<file path="config.mk">
export PLATFORM = sky130hd
export DESIGN_NAME = solve_sequencer
export DESIGN_NICKNAME = d
export VERILOG_FILES = /design/src/rtl/solve_sequencer.sv
export SDC_FILE = /design/constraint.sdc
export NUM_CORES = 1
export LEC_CHECK = 0
export ABC_AREA = 1
export CORE_UTILIZATION = 27
export CTS_BUF_LIST = sky130_fd_sc_hd__clkbuf_16
export CTS_CLUSTER_DIAMETER = 30
export DETAILED_ROUTE_END_ITERATION = 12
export SYNTH_ARGS = -nofsm -noshare
export SYNTH_HDL_FRONTEND = slang
export SYNTH_SLANG_ARGS = --single-unit
</file>
<file path="constraint.sdc">
create_clock -name Clk -period 3.2 [get_ports Clk]
set_clock_uncertainty 0.1 [all_clocks]
set_input_delay 0.8 -clock Clk [delete_from_list [all_inputs] [get_ports Clk]]
set_output_delay 0.8 -clock Clk [all_outputs]
set_load 0.02 [all_outputs]
</file>
<file path="src/rtl/solve_sequencer.sv">
// Streams puzzle-input bytes from a ROM to a solver and supervises the run.
// Latency: 3 cycles per byte (FETCH, WAIT, STREAM) plus the solver drain time.
// Backpressure: each byte is held stable in STREAM until SolverReady; a watchdog faults on stalls.
module solve_sequencer #(
    parameter int ADDR_W  = 16,
    parameter int TIMEOUT = 1000000
) (
    input  logic              Clk,
    input  logic              Rst,
    input  logic              Start,
    input  logic [ADDR_W-1:0] InputLen,
    output logic [ADDR_W-1:0] RomAddr,
    input  logic [7:0]        RomData,
    output logic [7:0]        SolverData,
    output logic              SolverValid,
    output logic              SolverLast,
    input  logic              SolverReady,
    input  logic              SolverDone,
    input  logic              SolverError,
    output logic              Busy,
    output logic              Done,
    output logic              Error,
    output logic [1:0]        ErrCode,
    output logic [31:0]       CycleCount
);
    localparam logic [2:0] S_IDLE   = 3'd0;
    localparam logic [2:0] S_FETCH  = 3'd1;
    localparam logic [2:0] S_WAIT   = 3'd2;
    localparam logic [2:0] S_STREAM = 3'd3;
    localparam logic [2:0] S_DRAIN  = 3'd4;
    localparam logic [2:0] S_FINISH = 3'd5;
    localparam logic [2:0] S_FAULT  = 3'd6;

    localparam logic [1:0] EC_SOLVER  = 2'b01;
    localparam logic [1:0] EC_TIMEOUT = 2'b10;
    localparam logic [1:0] EC_EMPTY   = 2'b11;

    localparam int              WD_W     = $clog2(TIMEOUT + 1);
    localparam logic [WD_W-1:0] WD_LIMIT = WD_W'(TIMEOUT - 1);

    logic [2:0]        state_q, state_d;
    logic [ADDR_W-1:0] len_q, len_d;
    logic [ADDR_W-1:0] idx_q, idx_d;
    logic [7:0]        data_q, data_d;
    logic [WD_W-1:0]   wd_q, wd_d;
    logic [31:0]       cnt_q, cnt_d;
    logic [1:0]        code_q, code_d;

    logic active;
    logic last_byte;
    logic handshake;
    logic progress;

    assign active    = (state_q == S_FETCH) || (state_q == S_WAIT) ||
                       (state_q == S_STREAM) || (state_q == S_DRAIN);
    assign last_byte = (idx_q == (len_q - ADDR_W'(1)));
    assign handshake = (state_q == S_STREAM) && SolverReady;
    // Completion in the same cycle as the watchdog limit counts as progress.
    assign progress  = handshake || ((state_q == S_DRAIN) && SolverDone);

    always_comb begin
        state_d = state_q;
        len_d   = len_q;
        idx_d   = idx_q;
        data_d  = data_q;
        wd_d    = wd_q;
        cnt_d   = cnt_q;
        code_d  = code_q;

        if (active) begin
            if (cnt_q != 32'hFFFF_FFFF) begin
                cnt_d = cnt_q + 32'd1;
            end
            wd_d = handshake ? '0 : (wd_q + WD_W'(1));
        end

        case (state_q)
            S_IDLE: begin
                if (Start) begin
                    cnt_d = '0;
                    wd_d  = '0;
                    idx_d = '0;
                    len_d = InputLen;
                    if (InputLen == '0) begin
                        state_d = S_FAULT;
                        code_d  = EC_EMPTY;
                    end else begin
                        state_d = S_FETCH;
                    end
                end
            end
            S_FETCH: state_d = S_WAIT;
            S_WAIT: begin
                data_d  = RomData;
                state_d = S_STREAM;
            end
            S_STREAM: begin
                if (SolverReady) begin
                    if (last_byte) begin
                        state_d = S_DRAIN;
                    end else begin
                        idx_d   = idx_q + ADDR_W'(1);
                        state_d = S_FETCH;
                    end
                end
            end
            S_DRAIN: begin
                if (SolverDone) begin
                    state_d = S_FINISH;
                end
            end
            S_FINISH: state_d = S_FINISH;
            S_FAULT:  state_d = S_FAULT;
            default:  state_d = S_IDLE;
        endcase

        // Solver fault overrides everything else, the watchdog overrides normal flow.
        if (active) begin
            if (SolverError) begin
                state_d = S_FAULT;
                code_d  = EC_SOLVER;
            end else if ((wd_q >= WD_LIMIT) && !progress) begin
                state_d = S_FAULT;
                code_d  = EC_TIMEOUT;
            end
        end
    end

    always_ff @(posedge Clk) begin
        if (Rst) begin
            state_q <= S_IDLE;
            len_q   <= '0;
            idx_q   <= '0;
            data_q  <= '0;
            wd_q    <= '0;
            cnt_q   <= '0;
            code_q  <= '0;
        end else begin
            state_q <= state_d;
            len_q   <= len_d;
            idx_q   <= idx_d;
            data_q  <= data_d;
            wd_q    <= wd_d;
            cnt_q   <= cnt_d;
            code_q  <= code_d;
        end
    end

    assign RomAddr     = idx_q;
    assign SolverData  = data_q;
    assign SolverValid = (state_q == S_STREAM);
    assign SolverLast  = (state_q == S_STREAM) && last_byte;
    assign Busy        = active;
    assign Done        = (state_q == S_FINISH);
    assign Error       = (state_q == S_FAULT);
    assign ErrCode     = (state_q == S_FAULT) ? code_q : 2'b00;
    assign CycleCount  = cnt_q;

`ifndef SYNTHESIS
    a_done_error_exclusive : assert property (@(posedge Clk) disable iff (Rst) !(Done && Error));
    a_code_only_on_error   : assert property (@(posedge Clk) disable iff (Rst) (Error || (ErrCode == 2'b00)));
`endif

endmodule
</file>
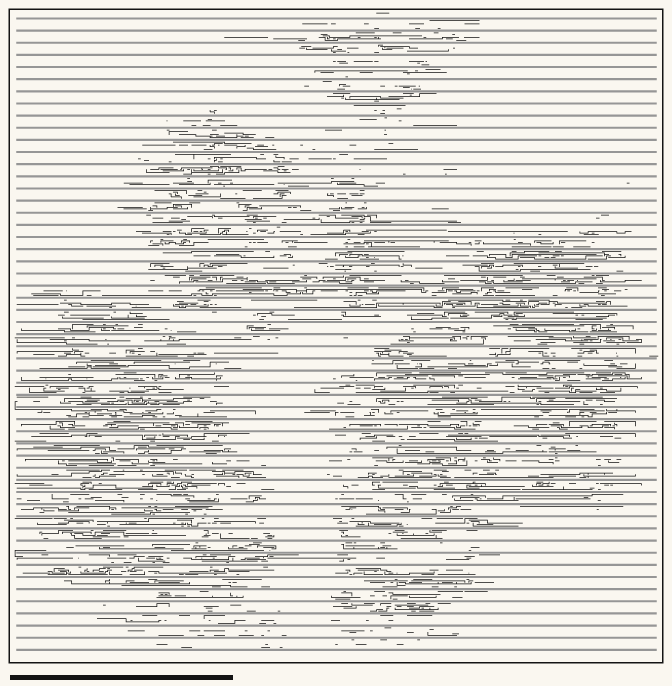
Figure 1: run 1, metal 1.
The bar under the picture is 50 µm long. Supply wires on this layer in gray.
The longest straight run is 26.7 µm. 914 nets have wire on it. The layer holds 46% of the routed length.

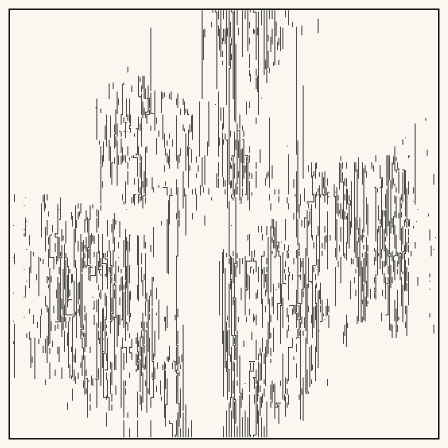
Figure 2: run 1, met2 routing.
The layer holds 47% of the routed length. The wires run mostly vertical. 806 nets have wire on it. The layer carries 7480 µm of wire. The longest straight run is 43.5 µm.

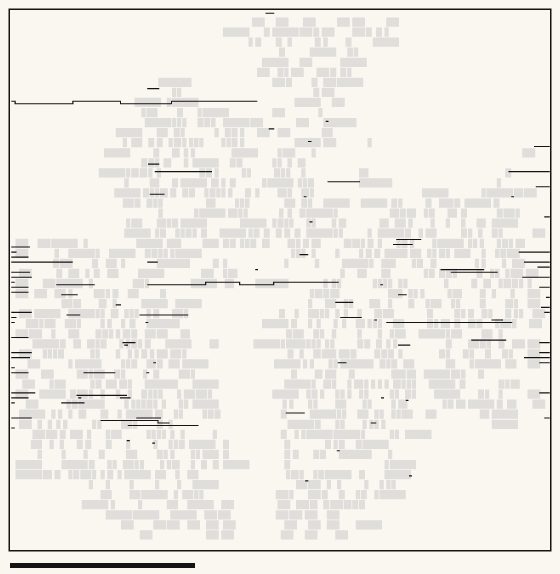
Figure 3: run 1, M3 wires.
The bar under the picture is 50 µm long. Cells faint in the background.
The layer carries 542 µm of wire. The wires run mostly horizontal.
via count: 5791
Detailed Route WL: 16100 µm
met3 Use GR: 2.13%

==> impl_metrics.yaml, run 1 <==
# implementation run metrics
power_and_ir_drop:
  powerDensity_nw_per_um2: 723
  p_clk_share_pct: 20.2
  totalPowerFinal_uw: 5220
clocking:
  clock_latency_ns: 0.35
  cts.reportedPaths.clkPinSlew_ns: 0.07
  cts_buffer_depth: 2
yosys:
  ys_sh_mux_pct: 0
  ys_cells: 855
  ys_sh_adder_pct: 0.893
  synth_top_cell_by_count: "nand2_1"
  synth_cells: 855
  syn_area_um2: 5600
critical_path:
  arrival_ns: 2.12
  rr_worst_depth: 13
  worstPathRequired_ns: 2.30
  critical_path.slowest_cell: "dfxtp_1"
final_timing:
  hold_viol: 0
  relSlewSlack_pct: 50.7
  setup_tns_ns: 0
  worstMarginPinSlew_ns: 0.738
  setup_viol: 0
worst_hold_path:
  hold_start: "SolverData[4]"
grt:
  grt_antenna_before_repair: 0
  gr-total-overflow: 0
  grt_use_met1_pct: 19.1
floorplan:
  rows: 52
  dieWidth_um: 146
run_status:
  status: "complete, no violations"
## run 1: cell type report
class | count | area [µm²]
clock buffer | 9 | 225
multi-input combinational | 635 | 3200
tap | 270 | 338
sequential | 97 | 1940
clock inverter | 7 | 52.6
timing repair buffer | 115 | 1090
inverter | 98 | 368
fill | 2261 | 13100
## run 1: what timing repair did
| action | in CTS | in global routing |
|---|---|---|
| resized | 4 | 6 |
| hold buffers | 0 | 0 |
| endpoints found under the setup margin | 1 | 1 |
| pin swaps | 1 | 2 |
| setup buffers | 0 | 1 |
| gates cloned | 0 | 0 |
## run 1: worst max-delay path, delay by kind of cell (launching register included)
kind | cells | cell delay (ns)
xor gates and xnor gates | 1 | 0.14
adders and majority gates | 1 | 0.32
buffers and inverters | 3 | 0.28
DFF | 1 | 0.34
and+or+nand+nor | 7 | 0.67
## Run 2: what changed since run 1
Settings changed: REMOVE_ABC_BUFFERS set to 1, TNS_END_PERCENT set to 5.
==> run 2 against run 1 <==
  * Maximum frequency is 0.38% lower
  * Design area is 1.0% higher
  * Worst setup slack worse by 0.011 ns
  * Global-route usage is 0.089 points lower
  * Critical path depth is 7 lower
  * Hold slack worse by 0.0013 ns
  * Clock power is about 20% higher
  * Synthesized cell count stayed put
  * Via count is 0.85% lower
==> impl_metrics.yaml, run 2 <==
# implementation run metrics
run_status:
  status: "complete, no violations"
floorplan:
  core-area_um2: 20300
  rows: 52
  dieWidth_um: 146
  taps: 270
final_layout:
  largest_class: "logic gates"
  nNonClkBuffers: 116
  syn_to_final_growth_pct: 30.1
  flop_area_um2: 1940
  final.fill_count: 2212
  nNonClkInverters: 98
  clk_share_pct: 4.70
  logic_area_um2: 3200
  comb_cells: 635
  buf_share_pct: 15.1
final_timing:
  worstMarginPinSlew_ns: 0.756
  relSlewSlack_pct: 49.6
  setup_viol: 0
  hold_viol: 0
clocking:
  clock_latency_ns: 0.35
  cts_hold_buf: 0
  cts_buffer_depth: 2
  postCtsSetupRepairBufs: 0
yosys:
  ys_cells: 855
  syn_area_um2: 5600
  synth_top_cell_by_count: "nand2_1"
  synth_cells: 855
  ys_sh_adder_pct: 0.893
  ys_ff: 97
  ys_sh_mux_pct: 0
power_and_ir_drop:
  p_clk_share_pct: 23.2
  powerDensity_nw_per_um2: 747
  totalPowerFinal_uw: 5450
worst_hold_path:
  hold_start: "SolverData[6]"
detailed_routing:
  met1_length_um: 7540
  drtIter0Drc: 268
  via_count: 5742
critical_path:
  rr_worst_depth: 9
  worstPathRequired_ns: 2.30
  arrival_ns: 2.13
run 2: cell count changes in the layout (fill, tap and decap cells not counted):
| cell | before | now |
|---|---|---|
| buf_2 | 1 | 0 |
| clkinv_4 | 0 | 1 |
| clkinv_1 | 0 | 2 |
| buf_4 | 23 | 25 |
| inv_8 | 0 | 1 |
| bufinv_16 | 0 | 3 |
| inv_6 | 3 | 0 |
| inv_1 | 94 | 93 |
| clkinvlp_4 | 3 | 0 |
run 2: worst max-delay path, stage by stage, from the launching register on:
cell and delay (ns):
dfxtp_1 0.43, inv_1 0.12, nor3_1 0.30, inv_1 0.10, nor2_1 0.19, clkdlybuf4s50_1 0.64
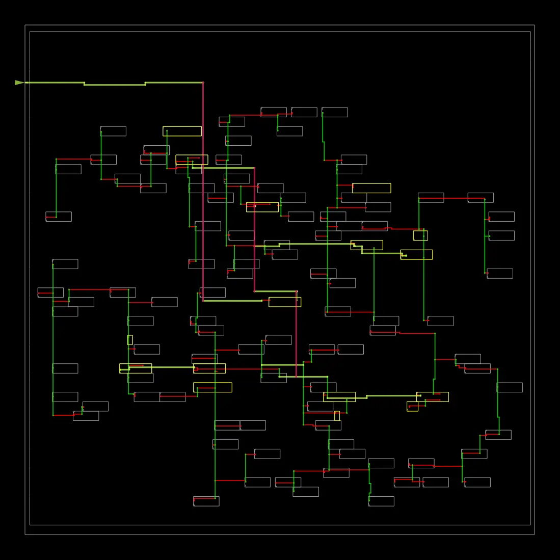
Figure 4: run 2, the clock network.
TritonCTS Buffers: 9
power in the clock group: 1260 µW

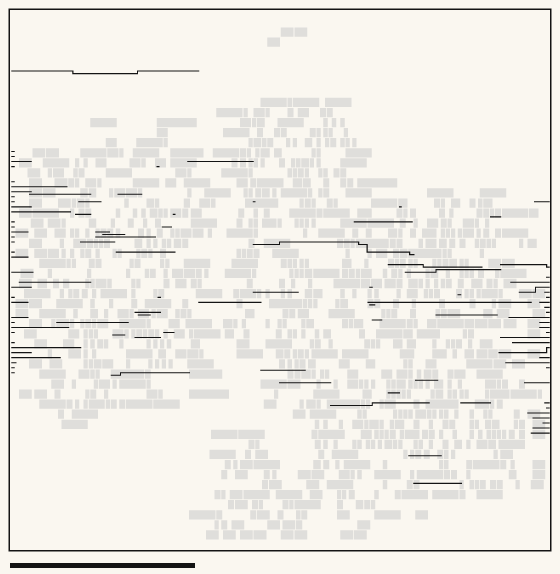
Figure 5: run 2, M3 wires.
The bar under the picture is 50 µm long. Cells faint in the background.
The wires run mostly horizontal. The layer carries 830 µm of wire. 93 nets have wire on it.
met3 Use GR: 3.88%
Detailed Route WL: 16200 µm

Power is estimated from default activity; no workload was simulated.
